**Run 1: M2 wires**

Bar = 50 um.
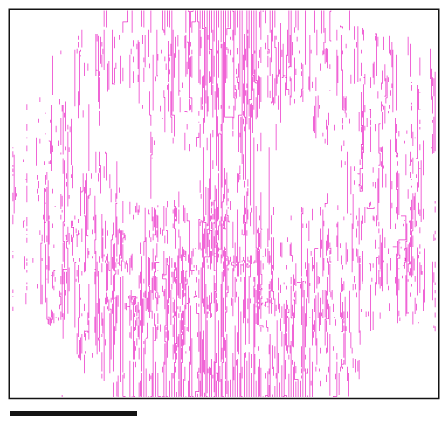
**Run 1: sequential cells colored by netlist name**

Other sequential cells in the stronger gray, the rest of the logic in the fainter gray.
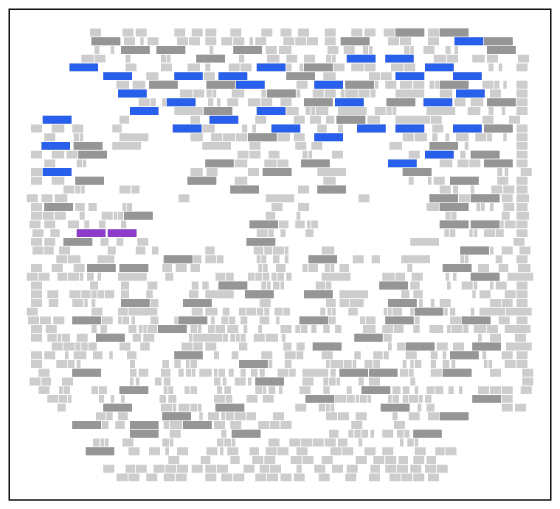
**Run 1: cell outlines without signal wires**

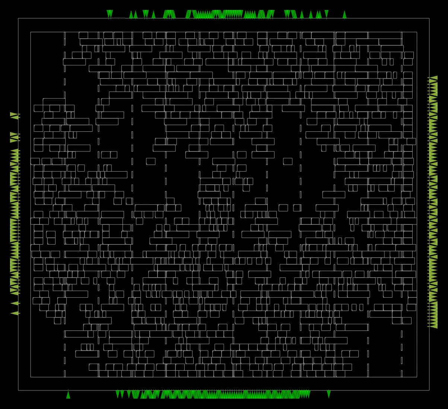
**Run 1: signal wires by layer**

Two of the layers only.
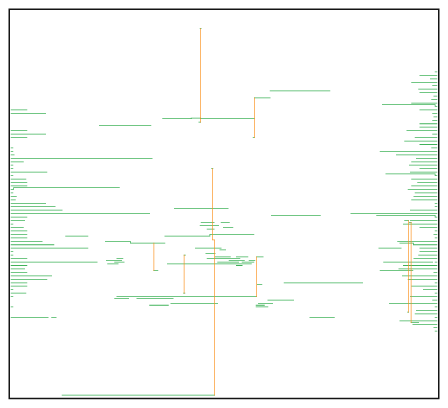
$ cat src/rtl/cpu_pkg.sv
// +----------------------------------------------------------------------+
// | cpu_pkg: shared pcsel encodings, fetch FSM states, NOP constant.     |
// | Revision: 1.0                                                        |
// +----------------------------------------------------------------------+
`default_nettype none

package cpu_pkg;

  localparam logic [1:0] PCSEL_PCP4 = 2'd0;
  localparam logic [1:0] PCSEL_BR   = 2'd1;
  localparam logic [1:0] PCSEL_JMP  = 2'd2;
  localparam logic [1:0] PCSEL_HOLD = 2'd3;

  typedef enum logic [1:0] {
    FS_ISSUE = 2'd0,
    FS_WAIT  = 2'd1,
    FS_HELD  = 2'd2
  } fetch_state_e;

  localparam logic [31:0] NOP_INSTR = 32'h0000_0000;

endpackage

`default_nettype wire

$ cat src/rtl/fetch_stage_next_pc_mux.sv
// +----------------------------------------------------------------------+
// | next_pc_mux: 4:1 next-PC selection driven by pcsel.                  |
// | Revision: 1.0                                                        |
// +----------------------------------------------------------------------+
`default_nettype none

module next_pc_mux
  import cpu_pkg::*;
#(
  parameter int XLEN = 32
) (
  input  logic [1:0]      pcsel,
  input  logic [XLEN-1:0] pcp4,
  input  logic [XLEN-1:0] br_target,
  input  logic [XLEN-1:0] jmp_target,
  input  logic [XLEN-1:0] pcp4_hold,
  output logic [XLEN-1:0] next_pc
);

  always_comb begin
    next_pc = pcp4;
    case (pcsel)
      PCSEL_PCP4: next_pc = pcp4;
      PCSEL_BR:   next_pc = br_target;
      PCSEL_JMP:  next_pc = jmp_target;
      PCSEL_HOLD: next_pc = pcp4_hold;
      default:    next_pc = pcp4;
    endcase
  end

endmodule

`default_nettype wire

$ cat src/rtl/fetch_stage.sv
// +----------------------------------------------------------------------+
// | fetch_stage: PC register, single-outstanding imem fetch, IF/ID reg.  |
// | Revision: 1.0                                                        |
// +----------------------------------------------------------------------+
`default_nettype none

module fetch_stage
  import cpu_pkg::*;
#(
  parameter logic [31:0] RESET_PC = 32'h0000_0000,
  parameter int          XLEN     = 32
) (
  input  logic            clk,
  input  logic            rst,
  input  logic [1:0]      pcsel,
  input  logic [XLEN-1:0] br_target,
  input  logic [XLEN-1:0] jmp_target,
  input  logic [XLEN-1:0] pcp4_hold,
  input  logic            if_id_stall,
  input  logic            hazard_hold,
  output logic [XLEN-1:0] pcp4,
  output logic            imem_req,
  output logic [XLEN-1:0] imem_addr,
  input  logic [XLEN-1:0] imem_rdata,
  input  logic            imem_valid,
  output logic            if_advance,
  output logic [XLEN-1:0] if_id_instr,
  output logic [XLEN-1:0] if_id_pcp4,
  output logic            if_id_valid
);

  fetch_state_e    state_q, state_d;
  logic [XLEN-1:0] pc_q, pc_d;
  logic [XLEN-1:0] buf_q, buf_d;
  logic            buf_valid_q, buf_valid_d;
  logic [XLEN-1:0] if_id_instr_q, if_id_instr_d;
  logic [XLEN-1:0] if_id_pcp4_q, if_id_pcp4_d;
  logic            if_id_valid_q, if_id_valid_d;
  logic [XLEN-1:0] next_pc;

  next_pc_mux #(.XLEN(XLEN)) u_next_pc_mux (
    .pcsel      (pcsel),
    .pcp4       (pcp4),
    .br_target  (br_target),
    .jmp_target (jmp_target),
    .pcp4_hold  (pcp4_hold),
    .next_pc    (next_pc)
  );

  assign pcp4        = pc_q + XLEN'(4);
  assign imem_addr   = pc_q;
  // Reset already forces ISSUE, so gate the strobe while rst is held.
  assign imem_req    = (state_q == FS_ISSUE) && !rst;
  assign if_advance  = !hazard_hold &&
                       (((state_q == FS_WAIT) && imem_valid) || (state_q == FS_HELD));
  assign if_id_instr = if_id_instr_q;
  assign if_id_pcp4  = if_id_pcp4_q;
  assign if_id_valid = if_id_valid_q;

  always_comb begin
    state_d       = state_q;
    pc_d          = pc_q;
    buf_d         = buf_q;
    buf_valid_d   = buf_valid_q;
    if_id_instr_d = if_id_instr_q;
    if_id_pcp4_d  = if_id_pcp4_q;
    if_id_valid_d = if_id_valid_q;

    case (state_q)
      FS_ISSUE: state_d = FS_WAIT;
      FS_WAIT: begin
        if (imem_valid) begin
          if (hazard_hold) begin
            buf_d       = imem_rdata;
            buf_valid_d = 1'b1;
            state_d     = FS_HELD;
          end else begin
            state_d = FS_ISSUE;
          end
        end
      end
      FS_HELD: begin
        if (!hazard_hold) begin
          buf_valid_d = 1'b0;
          state_d     = FS_ISSUE;
        end
      end
      default: state_d = FS_ISSUE;
    endcase

    if (if_advance) begin
      pc_d          = next_pc;
      if_id_instr_d = ((state_q == FS_HELD) && buf_valid_q) ? buf_q : imem_rdata;
      if_id_pcp4_d  = pcp4;
      if_id_valid_d = !if_id_stall;
    end
  end

  always_ff @(posedge clk or posedge rst) begin
    if (rst) begin
      state_q       <= FS_ISSUE;
      pc_q          <= RESET_PC;
      buf_q         <= NOP_INSTR;
      buf_valid_q   <= 1'b0;
      if_id_instr_q <= NOP_INSTR;
      if_id_pcp4_q  <= '0;
      if_id_valid_q <= 1'b0;
    end else begin
      state_q       <= state_d;
      pc_q          <= pc_d;
      buf_q         <= buf_d;
      buf_valid_q   <= buf_valid_d;
      if_id_instr_q <= if_id_instr_d;
      if_id_pcp4_q  <= if_id_pcp4_d;
      if_id_valid_q <= if_id_valid_d;
    end
  end

endmodule

`default_nettype wire

$ cat config.mk
export PLATFORM = sky130hd
export DESIGN_NAME = fetch_stage
export DESIGN_NICKNAME = d
export VERILOG_FILES = /design/src/rtl/cpu_pkg.sv /design/src/rtl/fetch_stage_next_pc_mux.sv /design/src/rtl/fetch_stage.sv
export SDC_FILE = /design/constraint.sdc
export NUM_CORES = 1
export LEC_CHECK = 0
export CAP_MARGIN = 20
export CORE_ASPECT_RATIO = 0.9
export CORE_MARGIN = 5
export CORE_UTILIZATION = 32
export DETAILED_ROUTE_END_ITERATION = 12
export SYNTH_ARGS = -nofsm -noshare
export SYNTH_HDL_FRONTEND = slang
export SYNTH_SLANG_ARGS = --single-unit
export TNS_END_PERCENT = 1
$ cat constraint.sdc
create_clock -name clk -period 6.75 [get_ports clk]
set_input_delay 0.675 -clock clk [delete_from_list [all_inputs] [get_ports clk]]
set_output_delay 0.675 -clock clk [all_outputs]
set_load 0.02 [all_outputs]
==> flow_summary.json, run 1 <==
{
  "seq_share": 0.310,
  "floorplan.nets": 859,
  "drc": 0,
  "seq-power_uw": 1310,
  "die_w_um": 168,
  "die_height_um": 153,
  "synthSimpleGateAreaFrac": 0.156,
  "cts_buffer_depth": 2,
  "n_clock_buffer": 17,
  "r2r_cells": 5,
  "rr_endpoint": "if_id_pcp4[28]",
  "synth.distinct_cells": 53,
  "worstMarginPinSlew_ns": 0.968,
  "max-slew-margin-rel": 0.354,
  "sh_comb_area": 0.343,
  "p_clk_frac": 0.236,
  "finalMaxSlewViolations": 0,
  "ys_sh_adder": 0.00173,
  "fin_nets": 1094,
  "final_cell_mix": "clkdlybuf4s50_1 (263), dfrtp_1 (132), nand2_1 (94)",
  "status": "finished clean",
  "largest_class": "multi-input combinational cells",
  "path_cells": "ha_1 > nand4_2 > or4_1 > or4_4 > nand2_1 > clkdlybuf4s50_1",
  "powerComb_uw": 1700,
  "cts_tree": "built",
  "finalHoldViolations": 0,
  "holdCritStartpoint": "if_id_pcp4[3]",
  "finalCritPeriodShare": 0.646,
  "area_delta_synth_final_pct": 47.7,
  "nFlopsAndLatches": 132,
  "compound_area_frac": 0.144,
  "crit_end": "pcp4[30]",
  "ys_seq_frac": 0.457,
  "synthArstFlopShare": 1.00,
  "yosys_area_um2": 7220,
  "grt_pass1_wl_um": 38400,
  "buf_share": 0.253,
  "worstSetupPathType": "flip-flop to output port",
  "post-route-util": 0.477,
  "skew_ns": 0.0149,
  "cts_root_buf": "clkbuf_16",
  "total_power_uw": 3940,
  "power_density_nw_per_um2": 369,
  "tap_cells": 297,
  "antenna_found_initial": 0,
  "crit_start": "imem_addr[3]",
  "core-area_um2": 22400,
  "drt-initial-drc-count": 428,
  "cts_sinks": 132,
  "hp-class": "flip-flop to flip-flop",
  "cts_buffers": 17,
  "fmax_mhz": 229,
  "avgSynthCellArea_um2": 9.99,
  "worstHoldPathCells": 2,
  "syn-cell-area_um2": 7220,
  "insertion_delay_ns": 0.42,
  "r2r_start": "imem_addr[3]",
  "max_stage_delay_ns": 0.96,
  "intPower_uw": 2410,
  "cp-start-kind": "flip-flop",
  "comb_cells": 523,
  "xor_share": 0.0158,
  "n_antenna_cell": 0,
  "p_switching_uw": 1530,
  "yosys_warnings": 0,
  "post_cts_resized": 0,
  "worstPathRequired_ns": 6.07,
  "grt_pass1_vias": 6463,
  "io_buffers": 265,
  "rsz0062_at_grt": "false",
  "seqPwrFrac": 0.332,
  "synthMuxAreaShare": 0.187,
  "cp-end-kind": "output port",
  "dp_hpwl_um": 18000,
  "irDropWorstVdd_uv": 161,
  "cts_setup_buffers": 0,
  "fin_crit_ns": 4.36,
  "synth-main-ff-cell": "dfrtp_1",
  "log.warning_count": 26,
  "postLayoutCellArea_um2": 10700
}
Notes on 'M2 wires' above:
share of all routed wire = 46%
nets with wire on the layer = 931

Notes on 'sequential cells colored by netlist name' above:
blue -> `buf_q`  # placed flops 32, where a band across the top
purple -> `state_q`  # placed flops 2
not colored = 98

Notes on 'cell outlines without signal wires' above:
filler cell count: 2154
fin cells: 1268

Notes on 'signal wires by layer' above:
green -> metal 3  # wire length 1740 um
orange -> metal 4  # wire length 259 um
DR WL/cell: 19.6 um
GRT Util Overall: 0.190
WL final: 24800 um
routed vias: 6649

-- run 1: metal layers --
| layer | vias to the layer above | global-route usage | wire, um |
|---|---|---|---|
| met3 | 17 | 0.0498 | 1740 |
| met2 | 235 | 0.287 | 11400 |
| met1 | 3261 | 0.272 | 11500 |
| met5 | - | 0 | 0 |
| met4 | 0 | 0.0510 | 259 |
| li1 | 3136 | - | - |
-- run 1: synth_stat cells, types with 10 or more instances --
library cell	n	area (um^2)
nand4_1	12	75.1
dfrtp_1	132	3300
a2bb2oi_1	18	158
nand3_1	20	100
clkbuf_1	35	131
o21ai_0	58	290
mux2_2	51	574
inv_1	10	37.5
a31oi_1	20	125
mux2i_1	64	641
nand2_1	94	353
a211oi_1	11	82.6
buf_1	11	41.3
and3_1	11	68.8
nor4_1	17	106
nor2_1	37	139
## Run 2: what changed since run 1
- clock period: 6.75 -> 4.4 ns (I/O delays scaled with it)
**Run 2: signal wires by layer**

Two of the layers only.
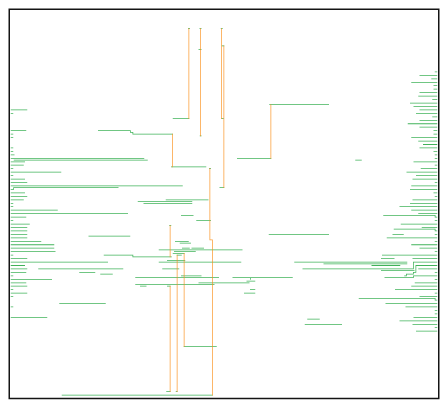
green -> metal 3  # wire length 1930 um
orange -> metal 4  # wire length 437 um

==> run 2 against run 1 <==
Clock-buffer cell count did not move. Wire length fell by 0.30%. Critical path depth rose by 1. Area after synthesis did not move. Power rose by 53%. Sequential cell count did not move.
==> flow_summary.json, run 2 <==
{
  "status": "finished clean",
  "die_height_um": 153,
  "skew_ns": 0.00979,
  "rsz0062_at_grt": "false",
  "finalCritPeriodShare": 0.884,
  "max-slew-margin-rel": 0.386,
  "instances_no_fill": 1274,
  "ys_top_logic_family": "multiplexers",
  "fin_nets": 1100,
  "wl_per_cell_um": 19.4,
  "intPower_uw": 3690,
  "cpLargestDelayFamily": "simple AND/OR/NAND/NOR gates",
  "insertion_delay_ns": 0.42,
  "area_leaders": "dfrtp_1 (46%), mux2i_1 (8.9%), mux2_2 (8.0%), nand2_1 (4.9%), o21ai_0 (4.0%)",
  "core-area_um2": 22400,
  "cp-start-kind": "flip-flop",
  "drc": 0,
  "chip_area_um2": 25700,
  "irDropWorstVdd_uv": 241,
  "r2r_start": "imem_addr[2]",
  "grt.met1_usage": 0.268,
  "total_power_uw": 6030,
  "worstSetupPathType": "flip-flop to output port",
  "synth-main-ff-cell": "dfrtp_1",
  "fin_crit_ns": 3.89,
  "cts_sinks": 132,
  "power_density_nw_per_um2": 562,
  "fp-row-count": 52,
  "finalHoldViolations": 0,
  "area_delta_synth_final_pct": 48.6,
  "log.warning_count": 26,
  "finalMaxSlewViolations": 0,
  "yosys.area.top_type_share": 0.457,
  "final_cell_mix": "clkdlybuf4s50_1 (263), dfrtp_1 (132), nand2_1 (94)",
  "met2_length_um": 11100,
  "antenna_found_initial": 0,
  "r2r_cells": 6,
  "die_w_um": 168,
  "crit_end": "pcp4[30]",
  "postLayoutCellArea_um2": 10700,
  "synthMuxAreaShare": 0.187,
  "worstHoldPathCells": 2,
  "synthArstFlopShare": 1.00,
  "cts_root_buf": "clkbuf_16",
  "p_clk_frac": 0.236,
  "drt-initial-drc-count": 458,
  "cts_setup_buffers": 0,
  "wl_met1_um": 11300,
  "ant_nets": 0,
  "synth_flops": 132,
  "fmax_mhz": 257,
  "post-route-util": 0.480,
  "ys_sh_adder": 0.00173,
  "hp-class": "flip-flop to flip-flop",
  "crit_start": "imem_addr[2]",
  "syn-cell-area_um2": 7220,
  "avgSynthCellArea_um2": 9.99,
  "comb_power_share": 0.430,
  "dp_hpwl_um": 18100,
  "yosys_area_um2": 7220,
  "yosys_warnings": 0,
  "seqPwrFrac": 0.334,
  "worstPathRequired_ns": 3.96,
  "worstMarginPinSlew_ns": 0.921,
  "wl_met3_um": 1930,
  "vias": 6586,
  "ys_seq_frac": 0.457,
  "top_area_cell": "dfrtp_1",
  "cts_buffers": 17,
  "cts_buffer_depth": 2,
  "grt_pass1_wl_um": 38500,
  "grt_overflow": 0,
  "cp-end-kind": "output port",
  "most_common_cell": "dfrtp_1",
  "max_stage_delay_ns": 0.61,
  "grt_usage": 0.190,
  "p_leak_uw": 0.00451,
  "rr_endpoint": "if_id_pcp4[30]",
  "path_cells": "ha_1 > nand4_2 > or4_1 > buf_4 > or4_4 > nand2_1 > clkdlybuf4s50_1",
  "io_buffers": 265,
  "grt_pass1_vias": 6451,
  "cts_tree": "built",
  "compound_area_frac": 0.144,
  "xor_share": 0.0158,
  "top_cells_by_count": "dfrtp_1 (132), nand2_1 (94), mux2i_1 (64)",
  "maxUsedRoutingLayer": "met4",
  "p_switching_uw": 2340,
  "holdCritStartpoint": "if_id_pcp4[1]",
  "grt_use_met3": 0.0576,
  "synthSimpleGateAreaFrac": 0.156,
  "syn_inst": 723,
  "post_cts_resized": 0,
  "n_antenna_cell": 0,
  "floorplan.nets": 859,
  "busiest_layer": "met2",
  "synth.distinct_cells": 53
}
**Run 2: M2 wires**

Bar = 50 um.
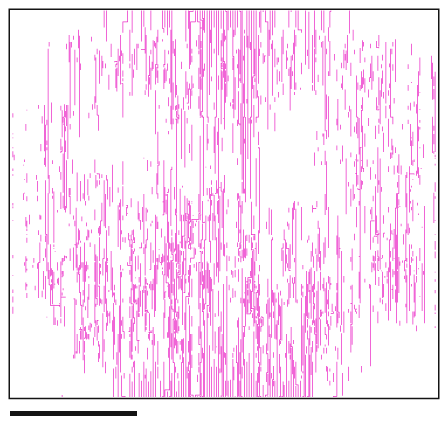
share of all routed wire = 45%
longest straight run = 66.4 um
wire length on this layer = 11100 um
WL final: 24800 um
met2 global-route usage: 0.281

## run 2: cell counts after synthesis
Identical to the previous run, type by type.
## run 2: cell type report
type,count,area [um^2]
Clock buffer,17,425
Inverter,11,46.3
Fill cell,2148,11600
Clock inverter,15,159
Tap cell,297,372
Timing Repair Buffer,279,2770
Sequential cell,132,3300
Multi-Input combinational cell,523,3660
## run 2: power by group through the flow
stage	logic, uW	clock network, uW	registers (uW)
floorplan	984	0	2320
global placement	2630	0	2000
detailed placement	2620	0	2030
CTS	2630	1460	2010
global route	2770	1520	2090
finish	2590	1420	2010
## run 2: tightest hold or removal path, cell delays in order (launching register included)
cell,delay [ns]
dfrtp_1,0.34
nand2_1,0.05
nand2_1,0.05
## Run 3: what changed since run 2
- CAP_MARGIN: 20 -> 10
**Run 3: M2 wires**

Bar = 50 um.
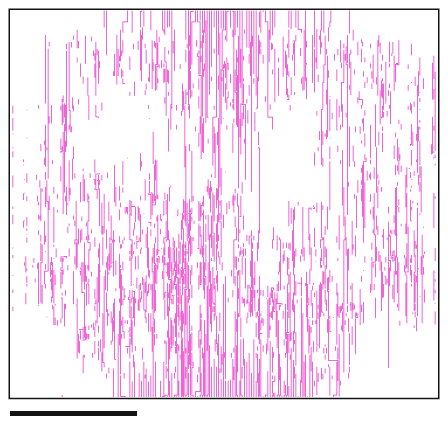
main direction = vertical
longest straight run = 71.2 um
nets with wire on the layer = 936
share of all routed wire = 45%
routed vias: 6536
met2 global-route usage: 0.288
WL final: 24700 um

==> run 3 against run 2 <==
Critical path depth stayed put. Die size unchanged. Critical endpoint unchanged. First-iteration DRC count is 5.7% lower. Worst setup slack improved by 0.024 ns.
==> flow_summary.json, run 3 <==
{
  "cts_root_buf": "clkbuf_16",
  "ys_top_logic_family": "multiplexers",
  "total_power_uw": 5960,
  "r2r_start": "imem_addr[2]",
  "worstMarginPinSlew_ns": 1.17,
  "yosys_area_um2": 7220,
  "xor_share": 0.0158,
  "seqPwrFrac": 0.337,
  "syn_inst": 723,
  "dp_hpwl_um": 17900,
  "seq-power_uw": 2010,
  "synthSimpleGateAreaFrac": 0.156,
  "comb_power_share": 0.436,
  "intPower_uw": 3630,
  "finalMaxSlewViolations": 0,
  "drc": 0,
  "top_power_group": "combinational cells",
  "clock_power_uw": 1360,
  "status": "finished clean",
  "grt_overflow": 0,
  "die_height_um": 153,
  "finalHoldViolations": 0,
  "syn-cell-area_um2": 7220,
  "max-slew-margin-rel": 0.221,
  "cp-start-kind": "flip-flop",
  "powerComb_uw": 2600,
  "worstHoldPathCells": 2,
  "p_clk_frac": 0.228,
  "num-nonclk-inverters": 11,
  "logic_area_um2": 3660,
  "clkCellAreaFrac": 0.0521,
  "grt_pass1_vias": 6445,
  "buf_share": 0.257,
  "r2r_cells": 6,
  "holdCritStartpoint": "if_id_pcp4[1]",
  "worstSetupPathType": "flip-flop to output port",
  "synthArstFlopShare": 1.00,
  "crit_start": "imem_addr[2]",
  "irDropWorstVdd_uv": 285,
  "comb_cells": 523,
  "cts_sinks": 132,
  "grt_pass1_wl_um": 38000,
  "synthMuxAreaShare": 0.187,
  "antenna_found_initial": 0,
  "die_w_um": 168,
  "skew_ns": 0.0102,
  "avgSynthCellArea_um2": 9.99,
  "p_switching_uw": 2330,
  "cpLargestDelayFamily": "simple AND/OR/NAND/NOR gates",
  "yosys.area.top_type_share": 0.457,
  "fp-row-count": 52,
  "rr_endpoint": "if_id_pcp4[30]",
  "p_leak_uw": 0.00448,
  "most_common_cell": "dfrtp_1",
  "crit_end": "pcp4[30]",
  "wl_per_cell_um": 19.4,
  "largest_class": "multi-input combinational cells",
  "worstPathRequired_ns": 3.96,
  "ys_seq_frac": 0.457,
  "top_cells_by_count": "dfrtp_1 (132), nand2_1 (94), mux2i_1 (64)",
  "cts_buffers": 17
}
**Run 3: cell outlines without signal wires**

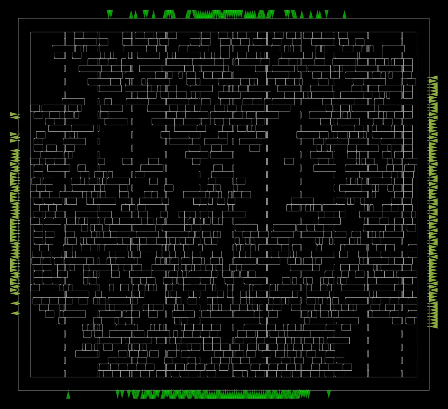
Core Footprint: 22400 um^2
flop share of the area: 0.309
filler cell count: 2122

==> run 3: cell counts after synthesis <==
No cell type changed its count.
==> run 3: per-stage QoR <==
| step | cell area (um^2) | hold WS, ns | setup slack, ns | cells |
|---|---|---|---|---|
| final | 10700 | 0.473 | 0.534 | 1273 |
| after detailed placement | 10100 | 0.462 | 0.986 | 1241 |
| after global placement | 10100 | 0.460 | 1.05 | 1241 |
| after CTS | 10700 | 0.478 | 0.514 | 1273 |
| after global routing | 10700 | 0.494 | 0.368 | 1273 |
| after floorplan | 7220 | 0.479 | 0.434 | 723 |
==> run 3: routing by layer <==
metal  global-route usage  vias up  part of all wire
li1                     -     3164                 -
met1                0.262     3145              0.46
met2                0.288      210              0.45
met3               0.0571       17             0.074
met4               0.0429        0             0.012
met5                    0        -                 0
Power and IR drop assume default switching activity.
